### src/rtl/error_counter.sv
// error_counter: saturating signed up/down pulse counter with limit/zero flags and DAC hold register
module error_counter #(
  parameter int WIDTH = 10,
  parameter int LIMIT = 384
) (
  input  logic             clk,
  input  logic             rst_n,
  input  logic             _pPGH,
  input  logic             _mPGH,
  input  logic             _ERENA,
  input  logic             _ERCLR,
  output logic [WIDTH-1:0] ec_count,
  output logic             _ECLIM,
  output logic             _ECZERO,
  output logic [WIDTH-1:0] dac_val,
  output logic             dac_strb
);
  localparam logic [WIDTH-1:0] POS = WIDTH'(LIMIT);
  localparam logic [WIDTH-1:0] NEG = WIDTH'(-LIMIT);
  localparam logic [WIDTH-1:0] ONE = WIDTH'(1);
  typedef enum logic [1:0] {DIS, RUN, SAT} state_t;
  state_t           state, state_d;
  logic [WIDTH-1:0] count_d;
  logic             p_q, m_q, up, dn, chg;
  assign up = p_q & ~_pPGH;
  assign dn = m_q & ~_mPGH;
  // Falling-edge history, sampled every cycle so a held-low request counts once
  always_ff @(posedge clk) begin
    if (!rst_n) begin
      p_q <= 1'b1;
      m_q <= 1'b1;
    end else begin
      p_q <= _pPGH;
      m_q <= _mPGH;
    end
  end
  // Next state and count: disable beats clear beats events; limit-ward events are dropped
  always_comb begin
    state_d = state;
    count_d = ec_count;
    case (state)
      DIS: begin
        count_d = '0;
        state_d = _ERENA ? DIS : RUN;
      end
      default: begin
        if (_ERENA) begin
          state_d = DIS;
          count_d = '0;
        end else if (!_ERCLR) begin
          state_d = RUN;
          count_d = '0;
        end else if (up && !dn && ec_count != POS) begin
          count_d = ec_count + ONE;
          state_d = (count_d == POS) ? SAT : RUN;
        end else if (dn && !up && ec_count != NEG) begin
          count_d = ec_count - ONE;
          state_d = (count_d == NEG) ? SAT : RUN;
        end
      end
    endcase
  end
  // State, count and flags all register on the same edge
  always_ff @(posedge clk) begin
    if (!rst_n) begin
      state    <= DIS;
      ec_count <= '0;
      _ECLIM   <= 1'b1;
      _ECZERO  <= 1'b0;
    end else begin
      state    <= state_d;
      ec_count <= count_d;
      _ECLIM   <= state_d != SAT;
      _ECZERO  <= count_d != '0;
    end
  end
  // DAC register follows the count one cycle behind, strobing only on real changes
  always_ff @(posedge clk) begin
    if (!rst_n) begin
      chg      <= 1'b0;
      dac_strb <= 1'b0;
      dac_val  <= '0;
    end else begin
      chg      <= count_d != ec_count;
      dac_strb <= chg;
      if (chg) dac_val <= ec_count;
    end
  end
endmodule

### config.mk
export PLATFORM = sky130hd
export DESIGN_NAME = error_counter
export DESIGN_NICKNAME = d
export VERILOG_FILES = /design/src/rtl/error_counter.sv
export SDC_FILE = /design/constraint.sdc
export NUM_CORES = 1
export LEC_CHECK = 0
export CORE_UTILIZATION = 30
export CTS_CLUSTER_DIAMETER = 50
export DETAILED_ROUTE_END_ITERATION = 8
export PLACE_DENSITY = 0.47
export SLEW_MARGIN = 15
export SYNTH_ARGS = -nofsm -noshare
export SYNTH_HDL_FRONTEND = slang
export SYNTH_SLANG_ARGS = --single-unit
### constraint.sdc
create_clock -name clk -period 2.5 [get_ports clk]
set_input_delay 0.375 -clock clk [delete_from_list [all_inputs] [get_ports clk]]
set_output_delay 0.375 -clock clk [all_outputs]
set_load 0.005 [all_outputs]
Fig. 1: run 1, placement density heat map
The die is cut into 8 by 8 equal tiles; white is low, dark blue is high, 0 to 100% covered.
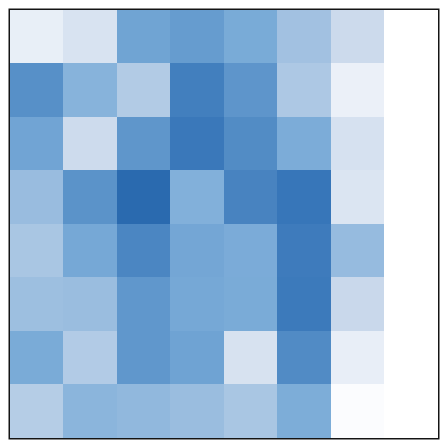
nearly empty tiles: 14%
mean over tiles: 39%
tiles over 75% full: 1.6%
fullest tile: 77%
emptiest ninth of the die: upper right
utilization after layout: 43.5%
pre-placement core utilization: 30.9%

Fig. 2: run 1, register map, names as in the netlist
Other sequential cells in the stronger gray, the rest of the logic in the fainter gray.
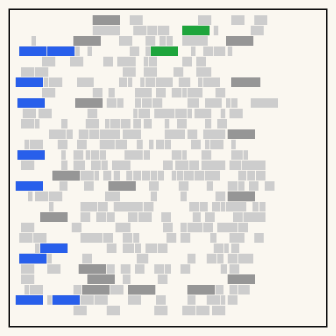
[dac_val] blue | flops: 10
[state] green | flops: 2
not colored: 16
power dissipated in sequential cells: 0.461 mW
proportion of cell area occupied by registers: 20.3%
sequential cell area: 562 sq um

Fig. 3: run 1, cell outlines without signal wires
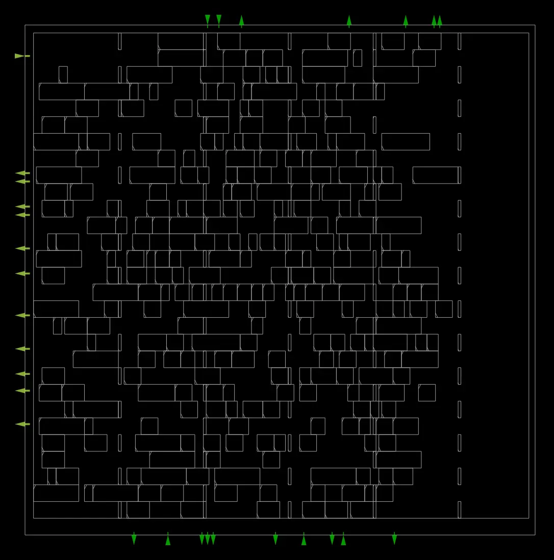
number of tap instances: 77
core region area: 6350 sq um
Flop Count: 28
number of cell rows: 29

==> results_tabular.tex, run 1 <==
% Synthesis and place-and-route results
\begin{tabular}{lr}
\hline
Metric & Value \\
\hline
\multicolumn{2}{l}{\textbf{Status}} \\
Status & finished clean \\
\multicolumn{2}{l}{\textbf{Pwr}} \\
Final total power & around 0.92 mW \\
Clock network power & between 0.2 and 0.3 mW \\
Clock network fraction of design power & 32.2\% \\
Leakage & approximately 1.1 nW \\
Power per standard cell area & 335 nW/um\^{}2 \\
Net Switching & $\sim$0.25 mW \\
Share of total power consumed by net switching & between 20\% and 30\% \\
Max VDD drop & about 0.00025 V \\
Fraction of power consumed by sequential logic & between 40\% and 50\% \\
Cell-internal power & $\sim$0.68 mW \\
Total combinational power & 0.166 mW \\
Largest Pwr Group & registers \\
Relative contribution of combinational cells to total power & $\sim$18\% \\
\multicolumn{2}{l}{\textbf{Clock network}} \\
Clock latency reported for the late side of the worst-skew pair & slightly below 0.3 ns \\
Clock slew at the register clock pins of the worst setup and hold paths & 0.11 ns \\
Number of clock buffers inserted by TritonCTS & 3 \\
CTS hold repair buffers & 0 \\
Number of clock sinks seen by CTS & 28 \\
CTS H-tree depth & 1 \\
Post-CTS setup buffer count & 0 \\
Buffer type at the clock tree root & sky130\_fd\_sc\_hd\_\_clkbuf\_8 \\
Cell resize tally after clock tree synthesis & 0 \\
TritonCTS clock tree & built \\
\multicolumn{2}{l}{\textbf{Final timing}} \\
Setup tns final & 0 ns \\
Setup slack after layout & 0.0978 ns \\
Slew Limit Headroom & 60.5\% \\
Share of the clock period used by the worst path & between 90\% and 100\% \\
Setup violations, final & 0 \\
Number of max-slew violations in the final report & 0 \\
Final worst path period need & between 2 and 2.5 ns \\
Transition time at the pin with the least slew margin & about 0.6 ns \\
Setup repair after global routing missed its margin & no \\
Hold Vio Cnt, Final & 0 \\
Clock Skew & 0.00633 ns \\
Achievable Freq & 0.416 GHz \\
Fin Hold WS & between 0.5 and 0.6 ns \\
\multicolumn{2}{l}{\textbf{Critical path}} \\
Origin of the worst setup path & ec\_count[1]\$\_SDFF\_PN0\_ \\
Critical register-to-register path endpoint & \_ECZERO\$\_SDFF\_PN0\_ \\
R2R Path Start & ec\_count[1]\$\_SDFF\_PN0\_ \\
Worst Reg2Reg Path Length in Cells & 9 \\
Register-to-Register Setup Slack & 0.1 ns \\
Type of the worst setup path & flip-flop to flip-flop \\
Destination of the critical timing path & \_ECZERO\$\_SDFF\_PN0\_ \\
Data required time at the worst endpoint & approximately 2.7 ns \\
Worst setup EP type & flip-flop \\
Type of element launching the critical path & flip-flop \\
\multicolumn{2}{l}{\textbf{GRT}} \\
Number of antenna violations at the first check in global routing & 0 \\
Total GRT Usage & 19.0\% \\
Most crowded layer after global routing & met2 \\
Vias in the first global route & $\sim$2000 \\
Remaining global-route overflow & 0 \\
Wire length of the first global-routing pass & a little over 10000 um \\
Met2 global-route usage & approximately 31\% \\
Met1 layer usage reported by global route & between 20\% and 30\% \\
\multicolumn{2}{l}{\textbf{Yosys}} \\
Share of flip-flops with an asynchronous set or reset after synthesis & 0\% \\
Yosys cell count & between 200 and 250 \\
Summed standard-cell area reported by yosys & about 2000 sq um \\
Synthesis warning total & 0 \\
Synth top area cells & sky130\_fd\_sc\_hd\_\_dfxtp\_1 (29\%), sky130\_fd\_sc\_hd\_\_mux2i\_1 (5.6\%), sky130\_fd\_sc\_hd\_\_nor2\_1 (4.6\%) \\
Area share of the leading cell type in the synthesized netlist & between 20\% and 30\% \\
Most frequent cells after synthesis & sky130\_fd\_sc\_hd\_\_dfxtp\_1 (28), sky130\_fd\_sc\_hd\_\_nor2\_1 (24), sky130\_fd\_sc\_hd\_\_nor3\_1 (12) \\
Largest area contributor in the synthesized netlist & sky130\_fd\_sc\_hd\_\_dfxtp\_1 \\
Basic Gates by Area & 31.9\% \\
Part of the Yosys area used for sequential elements & $\sim$29\% \\
Post-synth EDFFs & 0 \\
Post-synthesis instance total & 224 \\
Post-Synth AOI/OAI Area & 22.6\% \\
Post-synthesis instance area & slightly below 2000 sq um \\
Synth Area in XOR/XNOR & roughly 2.7\% \\
FF+latch count, synth & 28 \\
Main synth FF type & sky130\_fd\_sc\_hd\_\_dfxtp\_1 \\
Dominant kind of combinational cell & simple AND/OR/NAND/NOR gates \\
Distinct lib cells & $\sim$70 \\
Most numerous cell in the Yosys netlist & sky130\_fd\_sc\_hd\_\_dfxtp\_1 \\
Post-Synthesis Mean Instance Area & about 8.8 sq um \\
Post-synthesis net count & 235 \\
\multicolumn{2}{l}{\textbf{Route}} \\
Vias post-DR & 1960 \\
Final routed DRC violation total & 0 \\
Sum of met2 wire segment lengths after detailed routing & 2940 um \\
Routed length on met1 & between 2000 and 3000 um \\
Highest metal used & met4 \\
Detail Route met3 WL & 293 um \\
Post-detailed-route via-to-cell ratio & 5.28 \\
Post-DR wirelength/cell & 17.2 um \\
Starting DRC count in detailed routing & 82 \\
Number of nets still failing antenna checks after routing & 0 \\
WL final & 6390 um \\
\multicolumn{2}{l}{\textbf{Placed design}} \\
HPWL after DPL & roughly 4800 um \\
Number of placed instances, taps included & about 370 \\
Placer's final routability congestion estimate & about 0.94 \\
Placed Instance Area & 2660 sq um \\
Pre-CTS worst setup slack & -0.0736 ns \\
Count of buffers from port buffering & 28 \\
\multicolumn{2}{l}{\textbf{Worst hold path}} \\
Kind of path behind the tightest hold check & flip-flop to flip-flop \\
Launch point of the worst hold path & dac\_val[8]\$\_SDFFE\_PN0P\_ \\
Hold Crit Depth & 2 \\
Hold worst-path end & dac\_val[8]\$\_SDFFE\_PN0P\_ \\
\multicolumn{2}{l}{\textbf{Final layout}} \\
Highest-count cells in the layout ignoring fill and taps & sky130\_fd\_sc\_hd\_\_buf\_4 (51), sky130\_fd\_sc\_hd\_\_clkdlybuf4s50\_1 (28), sky130\_fd\_sc\_hd\_\_dfxtp\_1 (27), sky130\_fd\_sc\_hd\_\_nor2\_1 (24) \\
Final clock-cell share & 1.99\% \\
Plain + repair buffers & around 80 \\
Fill count & between 600 and 700 \\
Final design instance area without fill & about 2800 sq um \\
Largest cell class & multi-input combinational cells \\
Final net count & between 300 and 400 \\
Ratio of cells with drive above 1 in the final layout & 31.6\% \\
Number of antenna repair diodes & 0 \\
Most instantiated logic cell after routing & sky130\_fd\_sc\_hd\_\_buf\_4 \\
Number of clock-tree buffers in the layout & 4 \\
Final-layout non-clock buffer area share & roughly a quarter \\
Area Overhead vs Synth & 40.7\% \\
Final Non-Filler Cells & 371 \\
Logic gate fraction of the total cell area & about 48\% \\
Inverter count & 4 \\
\multicolumn{2}{l}{\textbf{Floorplan}} \\
Number of top-level design ports & 29 \\
Die Size & 6870 sq um \\
Vertical die dimension & slightly above 80 um \\
Die boundary width & between 80 and 90 um \\
\multicolumn{2}{l}{\textbf{Job}} \\
Total tool warning count & 30 \\
Maximum Capacitance Violations & 0 \\
\hline
\end{tabular}
==> run 1: registers in the layout, indices dropped and copies added (netlist names) <==
register	cells
dac_val	10
ec_count	10
state	2
_ECLIM	1
_ECZERO	1
chg	1
dac_strb	1
m_q	1
p_q	1
==> run 1: critical path, cell delays in order, from the launching register on <==
cell and delay [ns]:
sky130_fd_sc_hd__dfxtp_2 0.36, sky130_fd_sc_hd__inv_1 0.10, sky130_fd_sc_hd__ha_1 0.16, sky130_fd_sc_hd__and4bb_4 0.30
sky130_fd_sc_hd__nand3_4 0.13, sky130_fd_sc_hd__o21a_4 0.26, sky130_fd_sc_hd__a22oi_2 0.20, sky130_fd_sc_hd__mux2i_1 0.25
sky130_fd_sc_hd__o21ai_1 0.14, sky130_fd_sc_hd__o41a_1 0.39
## Run 2: what changed since run 1
--- a/constraint.sdc
+++ b/constraint.sdc
@@ -3,2 +3,2 @@
 set_output_delay 0.375 -clock clk [all_outputs]
-set_load 0.005 [all_outputs]
+set_load 0.02 [all_outputs]
Fig. 4: run 2, placement density heat map
The die is cut into 8 by 8 equal tiles; white is low, dark blue is high, 0 to 100% covered.
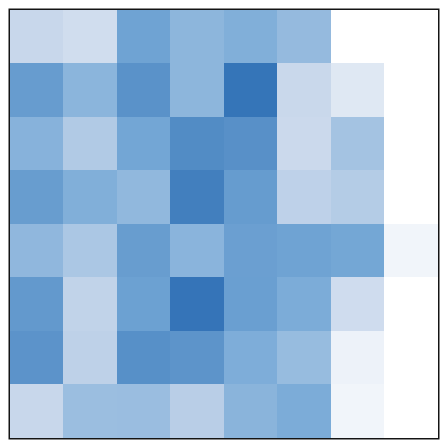
mean over tiles: 38%
nearly empty tiles: 13%
emptiest ninth of the die: upper right
fullest tile: 72%
utilization after layout: 42.1%

Fig. 5: run 2, the metal 2 layer
Cells faint in the background.
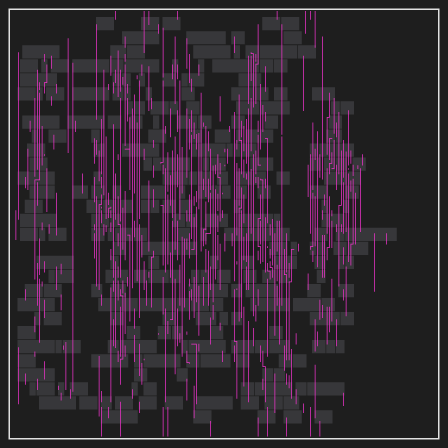
longest straight run: 63.6 um
nets with wire on the layer: 244
share of all routed wire: 48%
WL final: 6130 um
vias post-DR: 1887
met2 global-route usage: 30.8%

==> run 2 against run 1 <==
Against the previous run: flip-flop count unchanged; setup slack better by 0.057 ns; critical path type unchanged; clock-buffer cell count down 1; cell count down 2.2%; clock power down 18%; sequential power about the same; wire length down 4.1%; largest cell class unchanged; synthesized cell count unchanged; clock skew down 0.0020 ns; sequential share of layout area up 0.76 points; fmax up 2.5%.
==> results_tabular.tex, run 2 <==
% Synthesis and place-and-route results
\begin{tabular}{lr}
\hline
Metric & Value \\
\hline
\multicolumn{2}{l}{\textbf{Status}} \\
Status & finished clean \\
\multicolumn{2}{l}{\textbf{Final timing}} \\
Hold Vio Cnt, Final & 0 (unchanged) \\
Final worst path period need & 2.34 ns (-0.0575 ns) \\
Achievable Freq & 0.426 GHz (+2.5\%) \\
Setup slack after layout & 0.155 ns (+0.0575 ns) \\
Setup tns final & 0 ns (unchanged) \\
Setup repair after global routing missed its margin & no \\
Slew Limit Headroom & 61.9\% (+1.4 points) \\
Number of max-slew violations in the final report & 0 (unchanged) \\
Clock Skew & 0.00437 ns (-0.00196 ns) \\
Fin Hold WS & 0.500 ns (-0.00470 ns) \\
Setup violations, final & 0 (unchanged) \\
\multicolumn{2}{l}{\textbf{Clock network}} \\
TritonCTS clock tree & built \\
CTS H-tree depth & 1 (unchanged) \\
Number of clock sinks seen by CTS & 28 (unchanged) \\
CTS hold repair buffers & 0 (unchanged) \\
Clock slew at the register clock pins of the worst setup and hold paths & 0.09 ns (-0.02 ns) \\
Post-CTS setup buffer count & 0 (unchanged) \\
Cell resize tally after clock tree synthesis & 0 (unchanged) \\
Clock latency reported for the late side of the worst-skew pair & 0.27 ns (-0.02 ns) \\
Buffer type at the clock tree root & sky130\_fd\_sc\_hd\_\_clkbuf\_8 \\
Number of clock buffers inserted by TritonCTS & 3 (unchanged) \\
\multicolumn{2}{l}{\textbf{Final layout}} \\
Final design instance area without fill & 2670 sq um (-3.2\%) \\
Largest registers & dac\_val x10, ec\_count x10, state x2 \\
Area Overhead vs Synth & 36.2\% \\
Highest-count cells in the layout ignoring fill and taps & sky130\_fd\_sc\_hd\_\_buf\_4 (46), sky130\_fd\_sc\_hd\_\_clkdlybuf4s50\_1 (28), sky130\_fd\_sc\_hd\_\_dfxtp\_1 (25), sky130\_fd\_sc\_hd\_\_nor2\_1 (24) \\
Number of antenna repair diodes & 0 (unchanged) \\
Fill count & 638 (+0.47\%) \\
Most instantiated logic cell after routing & sky130\_fd\_sc\_hd\_\_buf\_4 \\
Ratio of cells with drive above 1 in the final layout & 29.0\% (-2.6 points) \\
Final net count & 299 (-2.3\%) \\
\multicolumn{2}{l}{\textbf{Critical path}} \\
Type of element launching the critical path & flip-flop \\
Slowest stage cell on the critical path & sky130\_fd\_sc\_hd\_\_o41a\_1 \\
Critical register-to-register path endpoint & \_ECZERO\$\_SDFF\_PN0\_ \\
Worst setup EP type & flip-flop \\
WP buf/inv & 1 (unchanged) \\
Crit path max-delay family & AND-OR/OR-AND gates \\
Destination of the critical timing path & \_ECZERO\$\_SDFF\_PN0\_ \\
Worst path cell trace & inv\_1, ha\_1, and4bb\_4, nand3\_4, o21a\_4, a22oi\_1, mux2i\_1, o21ai\_1, o41a\_1 \\
Type of the worst setup path & flip-flop to flip-flop \\
Data required time at the worst endpoint & 2.66 ns (-0.02 ns) \\
Instance count on the critical path & 9 (unchanged) \\
Worst Reg2Reg Path Length in Cells & 9 (unchanged) \\
Worst path max stage delay & 0.37 ns (-0.02 ns) \\
Origin of the worst setup path & ec\_count[1]\$\_SDFF\_PN0\_ \\
R2R Path Start & ec\_count[1]\$\_SDFF\_PN0\_ \\
Register-to-Register Setup Slack & 0.16 ns (+0.06 ns) \\
\multicolumn{2}{l}{\textbf{Yosys}} \\
Most frequent cells after synthesis & sky130\_fd\_sc\_hd\_\_dfxtp\_1 (28), sky130\_fd\_sc\_hd\_\_nor2\_1 (24), sky130\_fd\_sc\_hd\_\_nor3\_1 (12) \\
Post-synthesis net count & 235 (unchanged) \\
Post-synth EDFFs & 0 (unchanged) \\
Share of flip-flops with an asynchronous set or reset after synthesis & 0\% (unchanged) \\
Yosys cell count & 224 (unchanged) \\
Post-synthesis instance total & 224 (unchanged) \\
Post-Synthesis Mean Instance Area & 8.76 sq um (unchanged) \\
Post-synthesis instance area & 1960 sq um (unchanged) \\
Summed standard-cell area reported by yosys & 1960 sq um (unchanged) \\
Most numerous cell in the Yosys netlist & sky130\_fd\_sc\_hd\_\_dfxtp\_1 \\
Area share of the leading cell type in the synthesized netlist & 28.6\% (unchanged) \\
FF+latch count, synth & 28 (unchanged) \\
Synth top area cells & sky130\_fd\_sc\_hd\_\_dfxtp\_1 (29\%), sky130\_fd\_sc\_hd\_\_mux2i\_1 (5.6\%), sky130\_fd\_sc\_hd\_\_nor2\_1 (4.6\%) \\
Largest area contributor in the synthesized netlist & sky130\_fd\_sc\_hd\_\_dfxtp\_1 \\
Distinct lib cells & 72 (unchanged) \\
\multicolumn{2}{l}{\textbf{GRT}} \\
Remaining global-route overflow & 0 (unchanged) \\
Most crowded layer after global routing & met2 \\
Number of antenna violations at the first check in global routing & 0 (unchanged) \\
Wire length of the first global-routing pass & 9970 um (-3.9\%) \\
Vias in the first global route & 1908 (-3.6\%) \\
Total GRT Usage & 18.1\% (-0.81 points) \\
\multicolumn{2}{l}{\textbf{Worst hold path}} \\
Launch point of the worst hold path & dac\_val[6]\$\_SDFFE\_PN0P\_ \\
Kind of path behind the tightest hold check & flip-flop to flip-flop \\
Hold Crit Depth & 2 (unchanged) \\
Hold worst-path end & dac\_val[6]\$\_SDFFE\_PN0P\_ \\
\multicolumn{2}{l}{\textbf{Route}} \\
Post-DR wirelength/cell & 16.9 um (-2.0\%) \\
Starting DRC count in detailed routing & 106 (+29\%) \\
Detail Route met3 WL & 253 um (-14\%) \\
Sum of met2 wire segment lengths after detailed routing & 2960 um (+0.82\%) \\
Final routed DRC violation total & 0 (unchanged) \\
Number of nets still failing antenna checks after routing & 0 (unchanged) \\
Highest metal used & met4 \\
\multicolumn{2}{l}{\textbf{Pwr}} \\
Clock network fraction of design power & 28.0\% (-4.2 points) \\
Relative contribution of combinational cells to total power & 19.0\% (+1.0 points) \\
Total combinational power & 0.166 mW (about the same) \\
Fraction of power consumed by sequential logic & 52.9\% (+3.1 points) \\
Share of total power consumed by net switching & 26.1\% (-0.56 points) \\
Largest Pwr Group & registers \\
Leakage & 1.01 nW (-4.5\%) \\
Clock network power & 0.244 mW (-18\%) \\
Max VDD drop & 0.000209 V (-17\%) \\
Net Switching & 0.227 mW (-7.9\%) \\
Power dissipated in sequential cells & 0.460 mW (about the same) \\
\multicolumn{2}{l}{\textbf{Floorplan}} \\
Die Size & 6870 sq um (unchanged) \\
Core region area & 6350 sq um (unchanged) \\
Die boundary width & 82.9 um (unchanged) \\
Vertical die dimension & 82.9 um (unchanged) \\
Number of top-level design ports & 29 (unchanged) \\
Number of cell rows & 29 (unchanged) \\
Pre-placement core utilization & 30.9\% (unchanged) \\
\multicolumn{2}{l}{\textbf{Job}} \\
Maximum Capacitance Violations & 0 (unchanged) \\
Total tool warning count & 30 (unchanged) \\
\multicolumn{2}{l}{\textbf{Placed design}} \\
HPWL after DPL & 4810 um (-0.64\%) \\
Placed Instance Area & 2610 sq um (-1.8\%) \\
Pre-CTS worst setup slack & -0.124 ns (-0.0505 ns) \\
\hline
\end{tabular}
Fig. 6: run 2, M1 wires
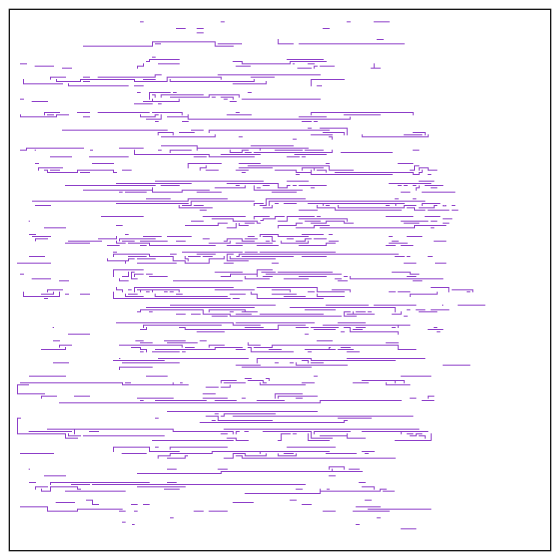
nets with wire on the layer: 274
share of all routed wire: 47%
wire length on this layer: 2850 um
met1 layer usage reported by global route: 23.7%

[run 2: final cells by class]
class                           count  area, sq um  area share [%]
Inverter                            4         15.0           0.562
Sequential cell                    28          564            21.1
Timing Repair Buffer               75          646            24.1
Multi-Input combinational cell    176         1310            49.0
Tap cell                           77         96.3            3.60
Clock buffer                        3         41.3            1.54
[run 2: kinds of logic (layout without fill, tap and decap cells)]
group,count (synthesis),after routing,synth area share (%)
adder cells (fa/ha/maj),5,5,3.19
flip-flops,28,28,28.6
AND-OR/OR-AND,54,54,22.6
XOR/XNOR,6,6,2.68
buffers and inverters,20,82,5.54
AND/OR/NAND/NOR,100,100,31.9
multiplexers,11,11,5.61
[run 2: worst min-delay path, delay by kind of cell (launching register included)]
family / cells / cell delay (ns)
muxes: 1 / 0.06
DFF: 1 / 0.33
and+or+nand+nor: 1 / 0.07
Power and IR drop assume default switching activity.
